## src/rtl/qft_spi_pkg.sv

```systemverilog
// qft_spi_pkg: shared constants, command-byte layout and FSM states for the
// QFT SPI register bank.
package qft_spi_pkg;

    // Register map anchors
    localparam logic [5:0] OUT_BASE  = 6'h10;
    localparam logic [5:0] CTRL_ADDR = 6'h3E;
    localparam logic [5:0] STAT_ADDR = 6'h3F;

    // Command byte layout: {rw, burst, addr[5:0]}
    localparam int unsigned CMD_RW_BIT    = 7;
    localparam int unsigned CMD_BURST_BIT = 6;
    localparam int unsigned CMD_ADDR_MSB  = 5;

    typedef enum logic [1:0] {
        IDLE  = 2'd0,
        CMD   = 2'd1,
        WDATA = 2'd2,
        RDATA = 2'd3
    } spi_state_t;

    // Burst address step: wraps inside the 16-entry window, so 0x0F->0x00
    // and 0x1F->0x10.
    function automatic logic [5:0] burst_next(input logic [5:0] a);
        return {a[5:4], a[3:0] + 4'd1};
    endfunction

endpackage

```

## src/rtl/qft_spi_sync.sv

```systemverilog
// qft_spi_sync: 2-FF synchronizers for the SPI pins plus sclk edge detect
// in the clk domain.
module qft_spi_sync (
    input  logic clk,
    input  logic rst_n,
    input  logic sclk,
    input  logic cs,
    input  logic mosi,
    output logic cs_s,
    output logic mosi_s,
    output logic sclk_rise,
    output logic sclk_fall
);

    logic [2:0] sclk_q;
    logic [1:0] cs_q;
    logic [1:0] mosi_q;

    // Two synchronizing stages per pin; sclk gets a third stage for edge detect
    always_ff @(posedge clk or negedge rst_n) begin
        if (!rst_n) begin
            sclk_q <= '0;
            cs_q   <= '1;
            mosi_q <= '0;
        end else begin
            sclk_q <= {sclk_q[1:0], sclk};
            cs_q   <= {cs_q[0], cs};
            mosi_q <= {mosi_q[0], mosi};
        end
    end

    assign cs_s      = cs_q[1];
    assign mosi_s    = mosi_q[1];
    assign sclk_rise =  sclk_q[1] & ~sclk_q[2];
    assign sclk_fall = ~sclk_q[1] &  sclk_q[2];

endmodule

```

## src/rtl/qft_spi_regbank.sv

```systemverilog
// qft_spi_regbank: SPI mode-0 slave register bank in front of the QFT core.
// Holds input amplitudes, result shadows, CTRL start and STATUS {done, busy}.
// Optional feature: define QFT_SPI_BURST_EN for burst address auto-increment.
module qft_spi_regbank
    import qft_spi_pkg::*;
#(
    parameter int unsigned DATA_W = 6,
    parameter int unsigned N_IN   = 16,
    parameter int unsigned N_OUT  = 16
) (
    input  logic                    clk,
    input  logic                    rst_n,
    input  logic                    sclk,
    input  logic                    cs,
    input  logic                    mosi,
    output logic                    miso,
    output logic [N_IN*DATA_W-1:0]  in_vec,
    output logic                    in_valid,
    input  logic [N_OUT*DATA_W-1:0] out_vec,
    input  logic                    out_valid,
    output logic                    busy
);

    logic              cs_s;
    logic              mosi_s;
    logic              sclk_rise;
    logic              sclk_fall;

    spi_state_t        state_q;
    spi_state_t        state_d;

    logic [2:0]        bit_cnt_q;
    logic [6:0]        shift_q;
    logic [7:0]        rx_byte;
    logic [7:0]        tx_q;
    logic [7:0]        rd_byte;
    logic [5:0]        addr_q;
    logic [5:0]        rd_addr;
    logic              rd_live;
    logic              first_q;
    logic              burst_en;
    logic              data_live;
    logic              byte_done;
    logic              done_q;

    logic [DATA_W-1:0] in_regs_q [N_IN];
    logic [DATA_W-1:0] shadow_q  [N_OUT];

    qft_spi_sync u_sync (
        .clk       (clk),
        .rst_n     (rst_n),
        .sclk      (sclk),
        .cs        (cs),
        .mosi      (mosi),
        .cs_s      (cs_s),
        .mosi_s    (mosi_s),
        .sclk_rise (sclk_rise),
        .sclk_fall (sclk_fall)
    );

`ifdef QFT_SPI_BURST_EN
    logic burst_q;
    assign burst_en = burst_q;
`else
    assign burst_en = 1'b0;
`endif

    assign rx_byte   = {shift_q, mosi_s};
    assign byte_done = sclk_rise && (bit_cnt_q == 3'd7);
    // Only the first data byte of a frame is live unless bursting
    assign data_live = first_q | burst_en;

    // FSM state register
    always_ff @(posedge clk or negedge rst_n) begin
        if (!rst_n) begin
            state_q <= IDLE;
        end else begin
            state_q <= state_d;
        end
    end

    // FSM next state: cs deassertion always aborts back to IDLE
    always_comb begin
        state_d = state_q;
        if (cs_s) begin
            state_d = IDLE;
        end else begin
            case (state_q)
                IDLE:    state_d = CMD;
                CMD:     if (byte_done) state_d = rx_byte[CMD_RW_BIT] ? RDATA : WDATA;
                default: state_d = state_q;
            endcase
        end
    end

    // Read mux: next byte to shift out (command address, or next burst address)
    always_comb begin
        rd_addr = burst_next(addr_q);
        rd_live = burst_en;
        if (state_q == CMD) begin
            rd_addr = rx_byte[CMD_ADDR_MSB:0];
            rd_live = 1'b1;
        end
        rd_byte = '0;
        if (rd_live) begin
            for (int unsigned i = 0; i < N_IN; i++) begin
                if (rd_addr == 6'(i)) rd_byte[DATA_W-1:0] = in_regs_q[i];
            end
            for (int unsigned i = 0; i < N_OUT; i++) begin
                if (rd_addr == OUT_BASE + 6'(i)) rd_byte[DATA_W-1:0] = shadow_q[i];
            end
            if (rd_addr == STAT_ADDR) rd_byte = {6'b0, done_q, busy};
        end
    end

    // SPI datapath, register file, start/done/busy bookkeeping
    always_ff @(posedge clk or negedge rst_n) begin
        if (!rst_n) begin
            bit_cnt_q <= '0;
            shift_q   <= '0;
            tx_q      <= '0;
            addr_q    <= '0;
            first_q   <= 1'b0;
            miso      <= 1'b0;
            in_valid  <= 1'b0;
            busy      <= 1'b0;
            done_q    <= 1'b0;
`ifdef QFT_SPI_BURST_EN
            burst_q   <= 1'b0;
`endif
            for (int unsigned i = 0; i < N_IN; i++) in_regs_q[i] <= '0;
            for (int unsigned i = 0; i < N_OUT; i++) shadow_q[i] <= '0;
        end else begin
            in_valid <= 1'b0;

            if (cs_s || state_q == IDLE) begin
                bit_cnt_q <= '0;
                miso      <= 1'b0;
            end else begin
                if (sclk_rise) begin
                    shift_q   <= rx_byte[6:0];
                    bit_cnt_q <= bit_cnt_q + 3'd1;
                    if (bit_cnt_q == 3'd7) begin
                        if (state_q == CMD) begin
                            addr_q  <= rx_byte[CMD_ADDR_MSB:0];
                            first_q <= 1'b1;
`ifdef QFT_SPI_BURST_EN
                            burst_q <= rx_byte[CMD_BURST_BIT];
`endif
                            tx_q    <= rx_byte[CMD_RW_BIT] ? rd_byte : 8'h00;
                        end else begin
                            first_q <= 1'b0;
                            if (burst_en) addr_q <= burst_next(addr_q);
                            if (state_q == WDATA && data_live) begin
                                for (int unsigned i = 0; i < N_IN; i++) begin
                                    if (addr_q == 6'(i)) in_regs_q[i] <= rx_byte[DATA_W-1:0];
                                end
                                if (addr_q == CTRL_ADDR && rx_byte[0]) in_valid <= 1'b1;
                            end
                            if (state_q == RDATA) begin
                                if (data_live && addr_q == STAT_ADDR) done_q <= 1'b0;
                                tx_q <= rd_byte;
                            end
                        end
                    end
                end
                // Read bits leave on the fall so the master sees them by the next rise
                if (sclk_fall && state_q == RDATA) begin
                    miso <= tx_q[7];
                    tx_q <= {tx_q[6:0], 1'b0};
                end
            end

            // busy follows the start pulse, so a result arriving alongside a
            // (re)start leaves the new job marked in flight
            if (in_valid) begin
                busy <= 1'b1;
            end else if (out_valid) begin
                busy <= 1'b0;
            end

            // Placed after the STATUS clear so a coincident result keeps done set
            if (out_valid) begin
                done_q <= 1'b1;
                for (int unsigned i = 0; i < N_OUT; i++) begin
                    shadow_q[i] <= out_vec[i*DATA_W +: DATA_W];
                end
            end
        end
    end

    // Flatten input registers onto the core bus
    always_comb begin
        in_vec = '0;
        for (int unsigned i = 0; i < N_IN; i++) begin
            in_vec[i*DATA_W +: DATA_W] = in_regs_q[i];
        end
    end

endmodule

```

## config.mk

```make
export PLATFORM = sky130hd
export DESIGN_NAME = qft_spi_regbank
export DESIGN_NICKNAME = d
export VERILOG_FILES = /design/src/rtl/qft_spi_pkg.sv /design/src/rtl/qft_spi_sync.sv /design/src/rtl/qft_spi_regbank.sv
export SDC_FILE = /design/constraint.sdc
export NUM_CORES = 1
export LEC_CHECK = 0
export ABC_AREA = 1
export ABC_CLOCK_PERIOD_IN_PS = 3300
export CELL_PAD_IN_SITES_DETAIL_PLACEMENT = 1
export CELL_PAD_IN_SITES_GLOBAL_PLACEMENT = 1
export CORE_UTILIZATION = 30
export CTS_CLUSTER_DIAMETER = 200
export CTS_CLUSTER_SIZE = 40
export DETAILED_ROUTE_END_ITERATION = 6
export PLACE_DENSITY_LB_ADDON = 0.3
export SLEW_MARGIN = 20
export SYNTH_ARGS = -nofsm -noshare
export SYNTH_HDL_FRONTEND = slang
export SYNTH_HIERARCHICAL = 1
export SYNTH_SLANG_ARGS = --single-unit
```

## constraint.sdc

```tcl
create_clock -name clk -period 3.3 [get_ports clk]
set_clock_uncertainty 0.1 [all_clocks]
set_input_delay 0.495 -clock clk [delete_from_list [all_inputs] [get_ports clk]]
set_output_delay 0.495 -clock clk [all_outputs]
set_load 0.01 [all_outputs]
```

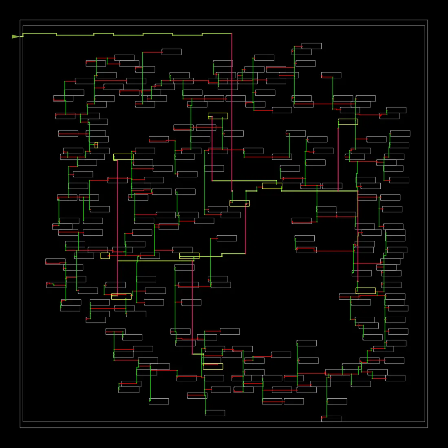
Figure 1: clock wiring as the flow saved it.
flip-flops: 230
clock distribution power: 1.40 mW
count of clock tree sinks: 230
number of clock buffers in the layout: 10

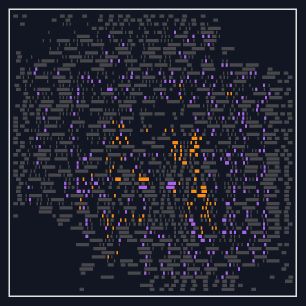
Figure 2: logic cells by family.
(1.5 px per um)
color	family	cells
purple	inverting AOI/OAI gates	232
orange	NOR gates	88
commonest non-fill, non-tap cell in the layout: sky130_fd_sc_hd__nand2_1
post-layout instance count excluding filler cells: 2076
multi-input gate share of total cell area: 32.2%

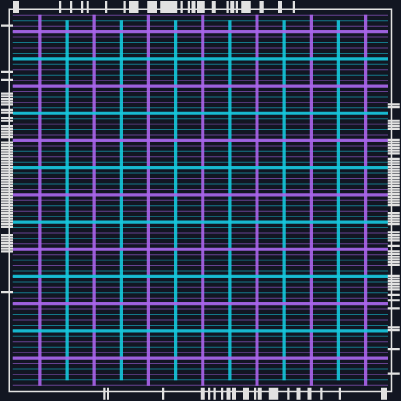
Figure 3: PDN straps and rails.
(2 px per um) Pins as bars on the die edge.
color	net
cyan	VDD
purple	VSS
signal pins	201
met1 rails	69
met4 straps	13
met5 straps	13
rows	68
area of the core: 34700 sq um
Worst IR Drop VDD: 280 uV
die boundary width: 190 um

==> how the worst max path moves through the flow <==
stage | endpoint | slack, ns | from
after global placement | tx_q[2] | -0.28 | addr_q[0]
after detailed placement | tx_q[5] | -0.40 | addr_q[0]
after global routing | tx_q[1] | -0.59 | addr_q[1]
after CTS | tx_q[2] | -0.31 | addr_q[1]
final | tx_q[5] | -0.17 | addr_q[0]
after floorplan | tx_q[1] | 0.26 | addr_q[0]
==> cell families (layout without fill, tap and decap cells) <==
logic type               after synthesis  count (layout)  synth area share, %
buffers and inverters                151             410                 5.48
flip-flops                           230             230                 54.1
AND/OR/NAND/NOR                      740             740                 28.4
AND-OR/OR-AND                        234             234                 11.2
adder cells (fa/ha/maj)                6               6                0.705
multiplexers                           1               1                0.106
==> timing repair <==
item	in CTS	in global routing
cloned	0	0
pin swaps	44	49
hold endpoints to repair	84	0
endpoints found under the setup margin	6	6
gates resized	71	42
hold buffers	1	0
buffers inserted	15	5
==> cell type report <==
cell class | instances | area, sq um | area share [%]
clock buffer | 10 | 229 | 1.59
clock inverter | 1 | 11.3 | 0.0780
tap | 455 | 569 | 3.94
inverter | 99 | 383 | 2.65
multi-input combinational | 981 | 4650 | 32.2
sequential | 230 | 5760 | 39.9
timing repair buffer | 300 | 2840 | 19.6
==> state kept, by name (all words and copies together) (netlist names) <==
| name | cells |
|---|---|
| in_vec | 96 |
| shadow_q | 96 |
| tx_q | 8 |
| shift_q | 7 |
| addr_q | 6 |
| bit_cnt_q | 3 |
| u_sync/sclk_q | 3 |
| state_q | 2 |
| u_sync/cs_q | 2 |
| u_sync/mosi_q | 2 |
| busy | 1 |
| data_live | 1 |
| done_q | 1 |
| in_valid | 1 |
| miso | 1 |
==> results.rst <==
Implementation results
======================

.. list-table::
   :header-rows: 1

   * - Metric
     - Value
   * - Run status
     - complete, but fails checks
   * - Violations in the final reports
     - negative setup slack
   * - Vias in the first global route
     - 10300
   * - Number of flops mapped to enable cells by yosys
     - 0
   * - Post-synth cell types
     - 32
   * - Reported max-cap violation count
     - 0
   * - Final Core Density
     - around two fifths
   * - DRC errors left
     - 0
   * - Post-layout min period
     - 3.47 ns
   * - Leftover overflow at the end of global routing
     - 0
   * - Portion of total power attributed to sequential cells
     - 55.7%
   * - Final Max-Slew Violation Tally
     - 0
   * - Depth of the worst hold-timing path
     - 0
   * - Required arrival time at the worst endpoint
     - approximately 3.6 ns
   * - FFs w/ async S/R, synth
     - 100%
   * - Most common cell in the synthesized netlist
     - sky130_fd_sc_hd__nand2_1
   * - Count of endpoints failing hold in the final timing report
     - 0
   * - Path class of the lowest-slack min-delay path
     - flop to flop
   * - Most Frequent Cell on Critical Path
     - sky130_fd_sc_hd__nand2_1
   * - Most area-hungry cell type in the Yosys netlist
     - sky130_fd_sc_hd__dfrtp_1
   * - First-iteration detailed-routing DRC count
     - about 580
   * - Mean post-synth cell area
     - 7.81 sq um
   * - Detail Route met3 WL
     - 1060 um
   * - Die area
     - about 36000 sq um
   * - Clock-pin slew reported for the worst setup and hold paths after clock tree synthesis
     - ~0.15 ns
   * - Crit path max fanout
     - 6
   * - Start-to-end type of the worst setup path
     - flop to flop
   * - Area Overhead vs Synth
     - 35.6%
   * - Routing usage on met2
     - between 30% and 40%
   * - Transition time of the tightest slew-check pin
     - 0.915 ns
   * - Comb pwr share
     - 18.4%
   * - Ratio of cells with drive above 1 in the final layout
     - 13.3%
   * - Proportion of netlist area held by the largest area contributor
     - 53.6%
   * - Top area cell types
     - sky130_fd_sc_hd__dfrtp_1, sky130_fd_sc_hd__nand2_1, sky130_fd_sc_hd__o21ai_0
   * - Routability congestion estimate from global placement
     - ~0.83
   * - Hold path endpoint
     - u_sync/cs_q[1]
   * - Deepest clock path buffer count
     - 3
   * - Global routing's busiest layer
     - met2
   * - Reg2reg end
     - tx_q[5]
   * - I/O pins
     - 201
   * - Post-route setup TNS
     - -0.650 ns
   * - Root buffer selected by CTS
     - sky130_fd_sc_hd__clkbuf_16
   * - Origin of the worst min-delay path
     - u_sync/cs_q[0]
   * - Number of I/O port buffers
     - 200
   * - Number of clock buffers inserted by TritonCTS
     - 9
   * - Critical path startpoint category
     - flop
   * - Place WS
     - -0.398 ns
   * - Number of rows in the core area
     - slightly below 70
   * - Floorplan net count
     - 1470
   * - Skew-Pair Late Insertion Delay
     - around 0.5 ns
   * - Count of nets left with antenna violations after detail routing
     - 0
   * - Yosys warning count
     - 6
   * - Internal Pwr Total
     - 3.84 mW
   * - Final number of setup-violating endpoints
     - 6
   * - Net count, final
     - 1729
   * - Worst EP arrival
     - 3.75 ns
   * - Vias
     - 9883
   * - Routed length per instance
     - between 15 and 20 um
   * - Clock power share
     - between 20 and 30%
   * - Largest net degree at the start of global routing
     - between 80 and 90
   * - Final period util
     - 105%
   * - Global-route total usage across every layer
     - 19.8%
   * - Fill count
     - 4216
   * - Final Cell Area
     - 14400 sq um
   * - Reg-to-reg slack, setup
     - -0.17 ns
   * - Sequential cell power
     - around 3.0 mW
   * - Worst hold slack
     - between 0.2 and 0.3 ns
   * - Most used standard cells in the synthesized netlist
     - sky130_fd_sc_hd__nand2_1, sky130_fd_sc_hd__dfrtp_1, sky130_fd_sc_hd__o21ai_0
   * - Post-Route M1 WL
     - approximately 17000 um
   * - Global-route wire length before repair
     - 56400 um
   * - Main power-consuming group
     - registers
   * - Seq/Total Area, Yosys
     - 54.1%
   * - Initial antenna violation count
     - 0
   * - Number of cell instances after yosys synthesis
     - 1362
   * - Net switching power figure
     - 1.58 mW
   * - Worst Reg-to-Reg Cells
     - 29
   * - Number of logic stages on the critical path including buffering
     - 29
   * - Worst setup slack after layout
     - -0.166 ns
   * - Ratio of total power to cell area
     - 376 nW/um^2
   * - Vias per Instance
     - 4.76
   * - Fmax achieved
     - 288 MHz
   * - Switching share of total power
     - just under 30%
   * - Total tool warning count
     - 31
   * - Ant diodes
     - 0
   * - Startpoint of the most critical register-to-register path
     - addr_q[0]
   * - Registers, synthesis
     - 230
   * - Yosys-reported design area after synthesis
     - 10600 sq um
   * - Final HPWL DP
     - 27100 um
   * - Routing usage on met1
     - ~28%
No activity file was given, so power comes from the tool's default toggle rates.
